<file path="src/rtl/sr_lock_arbiter_if.sv">
// Request/grant bundle between the requesting control blocks and sr_lock_arbiter.
// The arbiter takes the slave side; the requesters take the master side.
interface sr_lock_arbiter_if #(
    parameter int unsigned N = 4
) ();
    localparam int unsigned OW = $clog2(N);

    logic [N-1:0]  req;
    logic [N-1:0]  rel;
    logic [N-1:0]  gnt;
    logic [OW-1:0] owner;
    logic          busy;
    logic          busy_n;
    logic          timeout;

    modport master (
        output req, rel,
        input  gnt, owner, busy, busy_n, timeout
    );

    modport slave (
        input  req, rel,
        output gnt, owner, busy, busy_n, timeout
    );
endinterface

</file>
<file path="src/rtl/sr_lock_arbiter.sv">
// Round-robin arbiter for a single SR-style ownership flag shared by N requesters.
// Optional hold watchdog enabled by defining SR_LOCK_TIMEOUT_EN.
module sr_lock_arbiter #(
    parameter int unsigned N       = 4,
    parameter int unsigned TIMEOUT = 16,
    parameter int unsigned CNT_W   = 8
) (
    input  logic              clk,
    input  logic              rst_n,
    sr_lock_arbiter_if.slave  bus
);
    localparam int unsigned OW = $clog2(N);

    if (N < 2 || TIMEOUT < 1 || TIMEOUT > (2 ** CNT_W) - 1) begin : g_cfg_check
        $error("sr_lock_arbiter: illegal N/TIMEOUT/CNT_W combination");
    end

    typedef enum logic {IDLE, HELD} state_t;

    state_t        state_q, state_d;
    logic [N-1:0]  gnt_q, gnt_d;
    logic [OW-1:0] owner_q, owner_d;
    logic [OW-1:0] ptr_q, ptr_d;
    logic          busy_q, busy_d;
    logic          busy_n_q;
    logic [OW-1:0] winner_c;
    logic [OW-1:0] idx_c;
    logic          found_c;

`ifdef SR_LOCK_TIMEOUT_EN
    localparam logic [CNT_W-1:0] CNT_LAST = CNT_W'(TIMEOUT - 1);
    localparam logic [CNT_W-1:0] CNT_MAX  = '1;

    logic [CNT_W-1:0] cnt_q, cnt_d;
    logic             timeout_q, timeout_d;
`endif

    // First requester at or after ptr, wrapping modulo N.
    always_comb begin
        winner_c = '0;
        idx_c    = '0;
        found_c  = 1'b0;
        for (int unsigned i = 0; i < N; i++) begin
            idx_c = OW'((32'(ptr_q) + i) % N);
            if (!found_c && bus.req[idx_c]) begin
                winner_c = idx_c;
                found_c  = 1'b1;
            end
        end
    end

    // Next-state and registered-output values.
    always_comb begin
        state_d = state_q;
        gnt_d   = gnt_q;
        owner_d = owner_q;
        ptr_d   = ptr_q;
        busy_d  = busy_q;
`ifdef SR_LOCK_TIMEOUT_EN
        cnt_d     = cnt_q;
        timeout_d = 1'b0;
`endif
        case (state_q)
            IDLE: begin
                if (found_c) begin
                    gnt_d   = N'(1) << winner_c;
                    owner_d = winner_c;
                    busy_d  = 1'b1;
                    ptr_d   = OW'((32'(winner_c) + 1) % N);
                    state_d = HELD;
`ifdef SR_LOCK_TIMEOUT_EN
                    cnt_d   = '0;
`endif
                end
            end
            HELD: begin
`ifdef SR_LOCK_TIMEOUT_EN
                if (cnt_q != CNT_MAX) cnt_d = cnt_q + CNT_W'(1);
`endif
                // Release beats the owner's own req; non-owner rel bits are ignored.
                if (bus.rel[owner_q]) begin
                    gnt_d   = '0;
                    busy_d  = 1'b0;
                    state_d = IDLE;
                end
`ifdef SR_LOCK_TIMEOUT_EN
                else if (cnt_q == CNT_LAST) begin
                    gnt_d     = '0;
                    busy_d    = 1'b0;
                    state_d   = IDLE;
                    timeout_d = 1'b1;
                end
`endif
            end
            default: state_d = IDLE;
        endcase
    end

    always_ff @(posedge clk or negedge rst_n) begin
        if (!rst_n) begin
            state_q  <= IDLE;
            gnt_q    <= '0;
            owner_q  <= '0;
            ptr_q    <= '0;
            busy_q   <= 1'b0;
            busy_n_q <= 1'b1;
`ifdef SR_LOCK_TIMEOUT_EN
            cnt_q     <= '0;
            timeout_q <= 1'b0;
`endif
        end else begin
            state_q  <= state_d;
            gnt_q    <= gnt_d;
            owner_q  <= owner_d;
            ptr_q    <= ptr_d;
            busy_q   <= busy_d;
            busy_n_q <= ~busy_d;
`ifdef SR_LOCK_TIMEOUT_EN
            cnt_q     <= cnt_d;
            timeout_q <= timeout_d;
`endif
        end
    end

    assign bus.gnt    = gnt_q;
    assign bus.owner  = owner_q;
    assign bus.busy   = busy_q;
    assign bus.busy_n = busy_n_q;
`ifdef SR_LOCK_TIMEOUT_EN
    assign bus.timeout = timeout_q;
`else
    assign bus.timeout = 1'b0;
`endif
endmodule
</file>
<file path="src/flat_wrapper.sv">
// flat-port wrapper written by rule: the top's interface ports become plain ports
module sr_lock_arbiter_flat 
#(
    parameter int unsigned N       = 4,
    parameter int unsigned TIMEOUT = 16,
    parameter int unsigned CNT_W   = 8
)
  (clk, rst_n, bus_req, bus_rel, bus_gnt, bus_owner, bus_busy, bus_busy_n, bus_timeout);
  sr_lock_arbiter_if #(.N(N)) bus_i ();
  input  logic clk;
  input  logic rst_n;
  input wire logic [$bits(bus_i.req)-1:0] bus_req;
  input wire logic [$bits(bus_i.rel)-1:0] bus_rel;
  output wire logic [$bits(bus_i.gnt)-1:0] bus_gnt;
  output wire logic [$bits(bus_i.owner)-1:0] bus_owner;
  output wire logic [$bits(bus_i.busy)-1:0] bus_busy;
  output wire logic [$bits(bus_i.busy_n)-1:0] bus_busy_n;
  output wire logic [$bits(bus_i.timeout)-1:0] bus_timeout;
  assign bus_i.req = bus_req;
  assign bus_i.rel = bus_rel;
  assign bus_gnt = bus_i.gnt;
  assign bus_owner = bus_i.owner;
  assign bus_busy = bus_i.busy;
  assign bus_busy_n = bus_i.busy_n;
  assign bus_timeout = bus_i.timeout;
  sr_lock_arbiter #(.N(N), .TIMEOUT(TIMEOUT), .CNT_W(CNT_W)) u_core (.clk(clk), .rst_n(rst_n), .bus(bus_i));
endmodule
</file>
<file path="config.mk">
export PLATFORM = sky130hd
export DESIGN_NAME = sr_lock_arbiter_flat
export DESIGN_NICKNAME = d
export VERILOG_FILES = /design/src/rtl/sr_lock_arbiter_if.sv /design/src/rtl/sr_lock_arbiter.sv /design/src/flat_wrapper.sv
export SDC_FILE = /design/constraint.sdc
export NUM_CORES = 1
export LEC_CHECK = 0
export CAP_MARGIN = 25
export CORE_MARGIN = 10
export CORE_UTILIZATION = 44
export CTS_BUF_LIST = sky130_fd_sc_hd__clkbuf_16
export DETAILED_ROUTE_END_ITERATION = 12
export PLACE_DENSITY = 0.78
export SYNTH_ARGS = -nofsm -noshare
export SYNTH_HDL_FRONTEND = slang
export SYNTH_SLANG_ARGS = --single-unit
</file>
<file path="constraint.sdc">
create_clock -name clk -period 1.8 [get_ports clk]
set_input_delay 0.36 -clock clk [delete_from_list [all_inputs] [get_ports clk]]
set_output_delay 0.36 -clock clk [all_outputs]
set_load 0.05 [all_outputs]
</file>
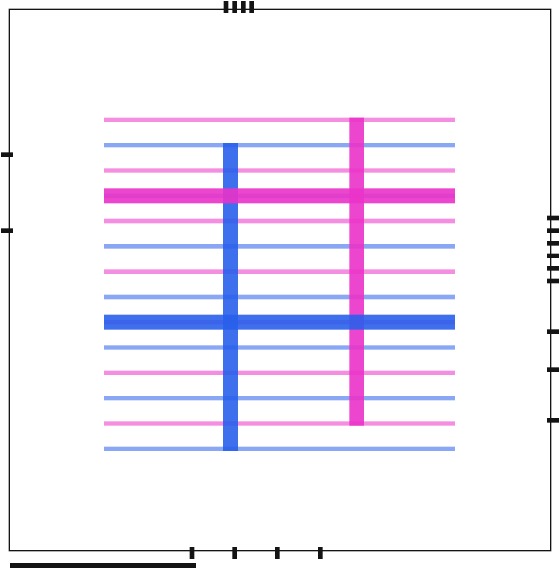
(PDN straps and rails)
The bar under the picture is 20 µm long. Pins as bars on the die edge.
- magenta: VDD
- blue: VSS
- met5 straps: 2
- rows: 13

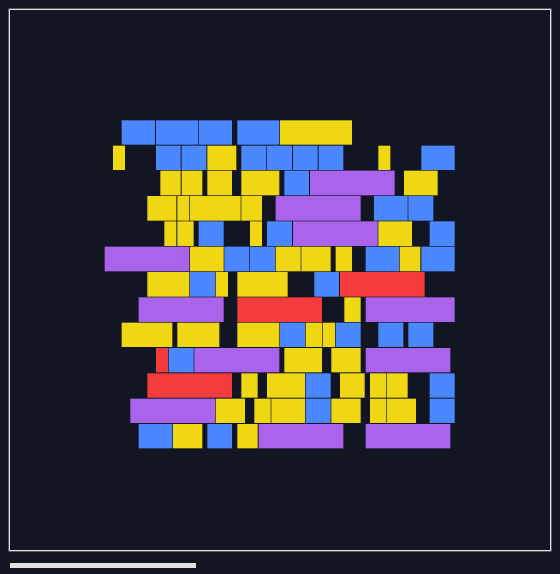
(placement by cell class)
The bar under the picture is 20 µm long.
- blue: remaining buffers and delay cells (cells 34)
- red: clock drivers and dummy loads (cells 4)
- yellow: combinational and other logic (cells 46)
- purple: sequential cells (cells 11)

==> CHANGELOG.md <==
### Metrics

- Number of fill cells: 87
- Placed cell area: 922 µm²
- Final TNS setup: 0 ps
- Status: completed
- Reg2reg start: u_core.ptr_q[1]$_DFFE_PN0P_
- Synth-to-layout area growth: 61.9%
- Top non-seq family: AND-OR/OR-AND gates
- Postcts setup bufs: 0
- Top Layout Cells: buf_4 (25), dfrtp_1 (10), clkdlybuf4s50_1 (7)
- Hold WS: 465 ps
- ClkCell Share: 0.0765
- Vias in the first global route: 627
- Detailed Route WL: 1.90 mm
- Post-DR vias/cell: 5.59
- Post-synth mux share: 0.0550
- Worst setup path start: bus_req[3]
- Vias: 615
- Total gr overflow: 0
- Final worst slack: 31.9 ps
- Crit-path cells: clkdlybuf4s50_1 -> nor2b_1 -> o21a_1 -> or3_4 -> ha_1 -> o2bb2ai_1
- Max FFs per register: 4
- HPWL Detailed: 1.31 mm
- Non-clk buf share: 0.274
- Cell Int Power: 1.13 mW
- # setup viols final: 0
- Worst path max stage delay: 530 ps
- DRC: 0
- Met2 Use GR: 0.192
- P_seq: 0.493 mW
- Worst-Margin Slew: 506 ps
- Worst vdd ir: 1.21 mV
- Drt first pass iters: 4
- Area of the core: 1330 µm²
- Yosys Chip Area: 637 µm²
- Sequential Area: 277 µm²
- Cts hold-fix bufs: 0
- Worst reg2reg path depth: 5
- DR iter-0 viols: 4
- Inst Count DP: 106
- Most frequent logic cell in the layout: buf_4
- Log Warnings: 29
- Sequential area share after synthesis: 0.434
- Synth flops: 11
- Adder share: 0.0786
- Seq_cells: 11
- Hold EP: u_core.bus.busy_n$_DFF_PN1_
- Top routing layer in use: met4
- Leakage: 0.490 nW
- Critical Path End Type: flop
- Final Cycle Share: 0.982
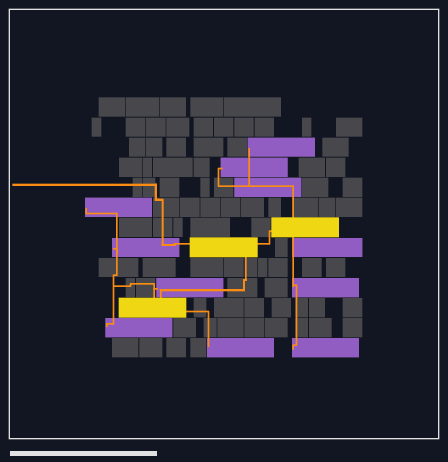
(routed clock nets over the placement)
The bar under the picture is 20 µm long.
- orange: clock wires (length 147 µm)
- yellow: clock drivers (count 3)
- purple: flip-flops (count 11)
- routed clock nets: 4

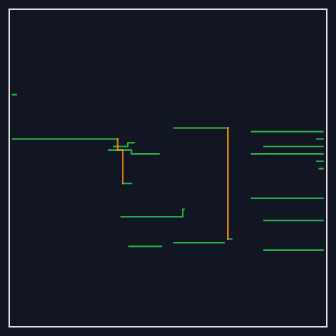
(metal layers overlaid)
Two of the layers only.
- green: metal 3 (wire length 149 µm)
- orange: metal 4 (wire length 29.5 µm)

No activity file was given, so power comes from the tool's default toggle rates.
